[config.mk]
export PLATFORM = sky130hd
export DESIGN_NAME = encode83_keypad
export DESIGN_NICKNAME = d
export VERILOG_FILES = /design/src/rtl/encode83_keypad.sv
export SDC_FILE = /design/constraint.sdc
export NUM_CORES = 1
export LEC_CHECK = 0
export ABC_AREA = 1
export CAP_MARGIN = 40
export CORE_MARGIN = 3
export CORE_UTILIZATION = 49
export DETAILED_ROUTE_END_ITERATION = 12
export MAX_ROUTING_LAYER = met4
export PLACE_DENSITY = 0.67
export REMOVE_ABC_BUFFERS = 1
export SYNTH_ARGS = -nofsm -noshare
export SYNTH_HDL_FRONTEND = slang
export SYNTH_SLANG_ARGS = --single-unit
[constraint.sdc]
create_clock -name Clk_In -period 2 [get_ports Clk_In]
set_clock_uncertainty 0.2 [all_clocks]
set_input_delay 0.3 -clock Clk_In [delete_from_list [all_inputs] [get_ports Clk_In]]
set_output_delay 0.3 -clock Clk_In [all_outputs]
set_load 0.02 [all_outputs]
[src/rtl/encode83_keypad.sv]
// Debounced 8-key priority encoder for active-low push-buttons: reports the
// index of the accepted key, a held valid flag and a one-cycle press strobe.
// Optional multi-key error reporting is enabled by defining ENC83_MULTI_ERR_EN.
module encode83_keypad #(
    parameter int  DEBOUNCE_CYCLES = 500000,
    localparam int CNT_W           = $clog2(DEBOUNCE_CYCLES)
) (
    input  logic       Clk_In,
    input  logic       Rst_n_In,
    input  logic [7:0] Key_In,
    output logic [2:0] Code_Out,
    output logic       Valid_Out,
    output logic       Press_Pulse_Out,
    output logic       Err_Out
);

    localparam logic [1:0] IDLE     = 2'd0;
    localparam logic [1:0] DB_PRESS = 2'd1;
    localparam logic [1:0] PRESSED  = 2'd2;
    localparam logic [1:0] DB_REL   = 2'd3;

    localparam logic [CNT_W-1:0] CNT_MAX = CNT_W'(DEBOUNCE_CYCLES - 1);

    logic [7:0]       sync1, sync2;
    logic [7:0]       k;
    logic [1:0]       state;
    logic [CNT_W-1:0] cnt;
    logic [7:0]       snap;
    logic [2:0]       code_r;
    logic             valid_r;
    logic             pulse_r;

    function automatic logic [2:0] prio(input logic [7:0] v);
        prio = 3'd0;
        for (int i = 0; i < 8; i++)
            if (v[i]) prio = 3'(i);
    endfunction

    // Synchronizer idles at all-ones so reset release looks like no key pressed.
    // NOTE: every clocked block uses <= so all flops sample pre-edge values.
    always_ff @(posedge Clk_In or negedge Rst_n_In) begin
        if (!Rst_n_In) begin
            sync1 <= 8'hFF;
            sync2 <= 8'hFF;
        end else begin
            sync1 <= Key_In;
            sync2 <= sync1;
        end
    end

    assign k = ~sync2;

`ifdef ENC83_MULTI_ERR_EN
    logic err_r;
    logic multi;

    assign multi = (snap & (snap - 8'd1)) != 8'd0;
`endif

    always_ff @(posedge Clk_In or negedge Rst_n_In) begin
        if (!Rst_n_In) begin
            state   <= IDLE;
            cnt     <= '0;
            snap    <= 8'h00;
            code_r  <= 3'd0;
            valid_r <= 1'b0;
            pulse_r <= 1'b0;
`ifdef ENC83_MULTI_ERR_EN
            err_r   <= 1'b0;
`endif
        end else begin
            pulse_r <= 1'b0;
            case (state)
                IDLE: begin
                    if (k != 8'h00) begin
                        snap  <= k;
                        cnt   <= '0;
                        state <= DB_PRESS;
                    end
                end
                DB_PRESS: begin
                    if (k == 8'h00) begin
                        state <= IDLE;
                    end else if (k != snap) begin
                        snap <= k;
                        cnt  <= '0;
                    end else if (cnt == CNT_MAX) begin
                        state <= PRESSED;
`ifdef ENC83_MULTI_ERR_EN
                        if (multi) begin
                            err_r <= 1'b1;
                        end else begin
                            code_r  <= prio(snap);
                            valid_r <= 1'b1;
                            pulse_r <= 1'b1;
                            err_r   <= 1'b0;
                        end
`else
                        code_r  <= prio(snap);
                        valid_r <= 1'b1;
                        pulse_r <= 1'b1;
`endif
                    end else begin
                        cnt <= cnt + 1'b1;
                    end
                end
                PRESSED: begin
                    // Extra keys or swaps while held are ignored; only a full release counts.
                    if (k == 8'h00) begin
                        cnt   <= '0;
                        state <= DB_REL;
                    end
                end
                DB_REL: begin
                    if (k != 8'h00) begin
                        state <= PRESSED;
                    end else if (cnt == CNT_MAX) begin
                        valid_r <= 1'b0;
                        state   <= IDLE;
                    end else begin
                        cnt <= cnt + 1'b1;
                    end
                end
                default: state <= IDLE;
            endcase
        end
    end

    // Registered output stage: outputs land one edge after the FSM decision,
    // giving press latency 2+1+DEBOUNCE_CYCLES and release latency 3+DEBOUNCE_CYCLES.
    always_ff @(posedge Clk_In or negedge Rst_n_In) begin
        if (!Rst_n_In) begin
            Code_Out        <= 3'd0;
            Valid_Out       <= 1'b0;
            Press_Pulse_Out <= 1'b0;
        end else begin
            Code_Out        <= code_r;
            Valid_Out       <= valid_r;
            Press_Pulse_Out <= pulse_r;
        end
    end

`ifdef ENC83_MULTI_ERR_EN
    always_ff @(posedge Clk_In or negedge Rst_n_In) begin
        if (!Rst_n_In) Err_Out <= 1'b0;
        else           Err_Out <= err_r;
    end
`else
    assign Err_Out = 1'b0;
`endif

endmodule

### Where the registers sit

Bar = 20 um. Other sequential cells in the stronger gray, the rest of the logic in the fainter gray.
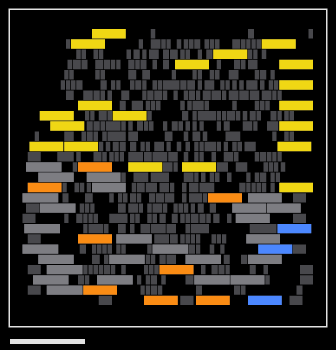
snap -> orange  # flops 8
Code_Out -> blue  # flops 3
cnt -> yellow  # flops 19

### Routed clock nets over the placement

Bar = 20 um.
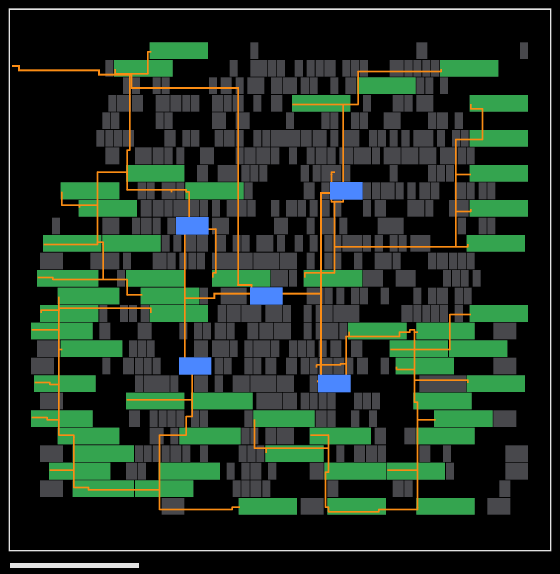
flip-flops -> green  # count 55
cells driving clock nets -> blue  # count 5
clock wires -> orange  # length 659 um
routed clock nets = 6

### Gate-type map

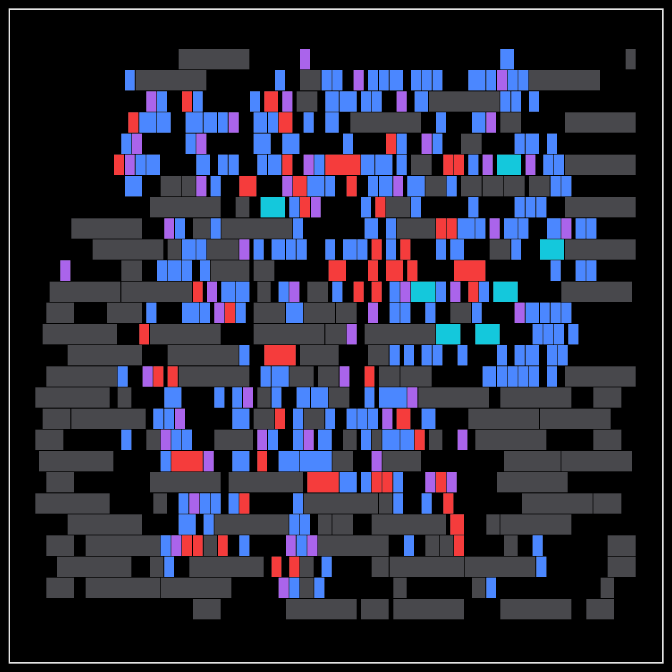
XOR/XNOR gates -> cyan  # cells 7, most used xor2_1, where east
NOR gates -> red  # cells 52, most used nor2_1
NAND gates -> blue  # cells 209, most used nand2_1
inverters -> purple  # cells 51, most used inv_1
post-route non-filler standard cell count: 526
top logic cell by instance count in the layout: nand2_1
logic share of the area: 38.3%

### Cells colored by class

Bar = 20 um.
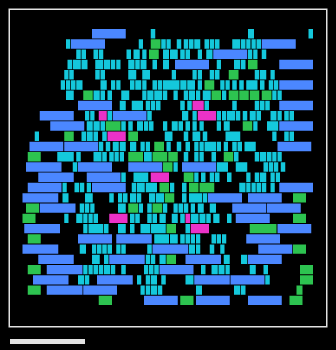
other buffers and delay cells -> green  # cells 46, share of their area 12%
flip-flops -> blue  # cells 55, share of their area 41%
clock drivers and dummy loads -> magenta  # cells 8, share of their area 2.6%
all other logic -> cyan  # cells 345, share of their area 45%
register share of the cell area: 39.7%
Final Core Density: 61.9%

==> impl_metrics.csv <==
group,metric,value,unit
route,via_count,2587,
worst_setup_path,largest_fanout_of_any_net_on_the_critical_path,8,
worst_setup_path,reg2reg_to,"cnt[5]",
placement,placed_instance_count,511,
route,drc_violation_count_after_routing,0,
worst_setup_path,critPathLaunchType,"flip-flop",
yosys,yosys.area.top_type,"dfrtp_1",
grt,number_of_antenna_violations_at_the_first_check_in_global_routing,0,
route,met2WireLength,2.78,mm
placement,postPlaceCellArea,3320,um2
floorplan,fp_util,52.3,%
yosys,edff_count_synth,0,
placement,port_buffer_cells,14,
sta,hold_viol_final,0,
clock_network,clkSinkCount,55,
floorplan,chip_area,7030,um2
power_and_ir_drop,sequentialPowerShare,42.9,%
clock_network,post-cts-setup-buffer-count,0,
placement,dpl_worst_slack,0.0474,ns
yosys,synth-compound-area-share,3.88,%
worst_setup_path,crit_slowest_cell,"dfstp_2",
yosys,synth-simple-area-share,37.7,%
floorplan,well_tap_count,72,
grt,grt-busiest-layer,"met2",
route,routedWlPerCell,12.0,um
route,topRoutingLayerUsed,"met4",
worst_setup_path,cp.arrival,1.96,ns
worst_setup_path,crit_family,"simple AND/OR/NAND/NOR gates",
sta,fin_tns_setup,0,ns
layout,antenna-diode-count,0,
yosys,post_synth_fa_ha_maj_area_fraction,0.421,%
floorplan,core,5680,um2
yosys,yosys.stat.seqShare,47.0,%
yosys,topCellsByArea,"dfrtp_1 (33%), nand2_1 (20%), dfstp_2 (14%), inv_1 (6.4%), nand3_1 (5.6%)",
layout,non_clock_inverter_count,51,
route,total_met3_wirelength_after_detailed_routing,251,um
grt,groute.layer.met1.usage,27.4,%
route,drt_wl_total,6.31,mm
layout,seqCellArea,1400,um2
sta,finalMaxSlewViolations,0,
clock_network,root_buffer,"clkbuf_8",
floorplan,die_height,83.8,um
grt,grt_pass1_wl,10.7,mm
worst_setup_path,worst_setup_path_endpoint,"cnt[5]",
clock_network,numCtsBuffers,5,
power_and_ir_drop,fin_total_pwr,3300,uW
yosys,synth_xor_xnor_area_share,2.06,%
grt,grt_util_met3,2.67,%
yosys,yosysWarnings,0,
power_and_ir_drop,maxPowerGroup,"sequential cells",
clock_network,insertion_delay,0.31,ns
clock_network,maximum_number_of_buffers_from_clock_root_to_sink,2,
layout,n_all_buffers,46,
sta,fmaxAchievable,0.511,GHz
yosys,synthMostInstantiatedCell,"nand2_1",
clock_network,clock_tree_from_tritoncts,"done",
grt,grt_use_total,19.1,%
worst_setup_path,crit_start,"sync2[7]",
layout,final_layout_top_logic_cells,"nand2_1 (153), inv_1 (50), dfrtp_1 (39), nor2_1 (39), nand3_1 (32)",
route,post_drt_via_cell_ratio,4.92,
route,final_antenna_net_count,0,
power_and_ir_drop,fraction_of_power_spent_switching_nets,39.9,%
worst_setup_path,regToRegSetupSlack,0.04,ns
power_and_ir_drop,powerClk,627,uW
worst_setup_path,rr_startpoint,"sync2[7]",
sta,grt_setup_unrepaired,"yes",
layout,final-clk-cell-share,2.49,%
clock_network,hold_buffers,1,
layout,final_design_area_no_fill,3520,um2
yosys,synth_chip_area,2970,um2
status,run_status,"finished, final reports clean",
placement,detailed_place_hpwl,4.71,mm
yosys,list_of_most_frequent_post_synthesis_cells,"nand2_1 (159), inv_1 (51), nor2_1 (41)",
placement,gp_congestion,0.946,
clock_network,clkTransAtPathRegs,0.10,ns
layout,multiInputCombCellCount,294,
layout,sequential_cell_total,55,
power_and_ir_drop,combinationalPower,1260,uW
layout,fillers,511,
layout,layout.area.comb,1350,um2
sta,fin_crit_share,97.8,%
power_and_ir_drop,ir_drop,549,uV
flow_run,tool_warnings,26,
grt,met2_usage,27.7,%
floorplan,ioPinCount,16,
sta,layout_setup_ws,0.0449,ns
layout,largest_register,"cnt",
yosys,mux_area_share,0,%
power_and_ir_drop,comb_power_share,38.1,%
yosys,yosys.cell_types.count,26,
clock_network,post_cts_resized,0,
floorplan,die_width,83.8,um
power_and_ir_drop,cellInternalPower,1990,uW
yosys,syn-cell-area,2970,um2
route,dr.first_iter.drc_count,192,
yosys,postSynthCellCount,411,
hold_path,worstHoldPathCells,0,
route,wirelength_met1,3.19,mm
worst_setup_path,series_of_cell_instances_along_the_critical_path,"nand2_2 > nor2_4 > nand2_4 > nand2_2 > o21ai_2 > nor2_4 > buf_4 > nand3_1 > nor2_1 > nor2_1",
yosys,synth-seq-cells,55,
No activity file was given, so power comes from the tool's default toggle rates.
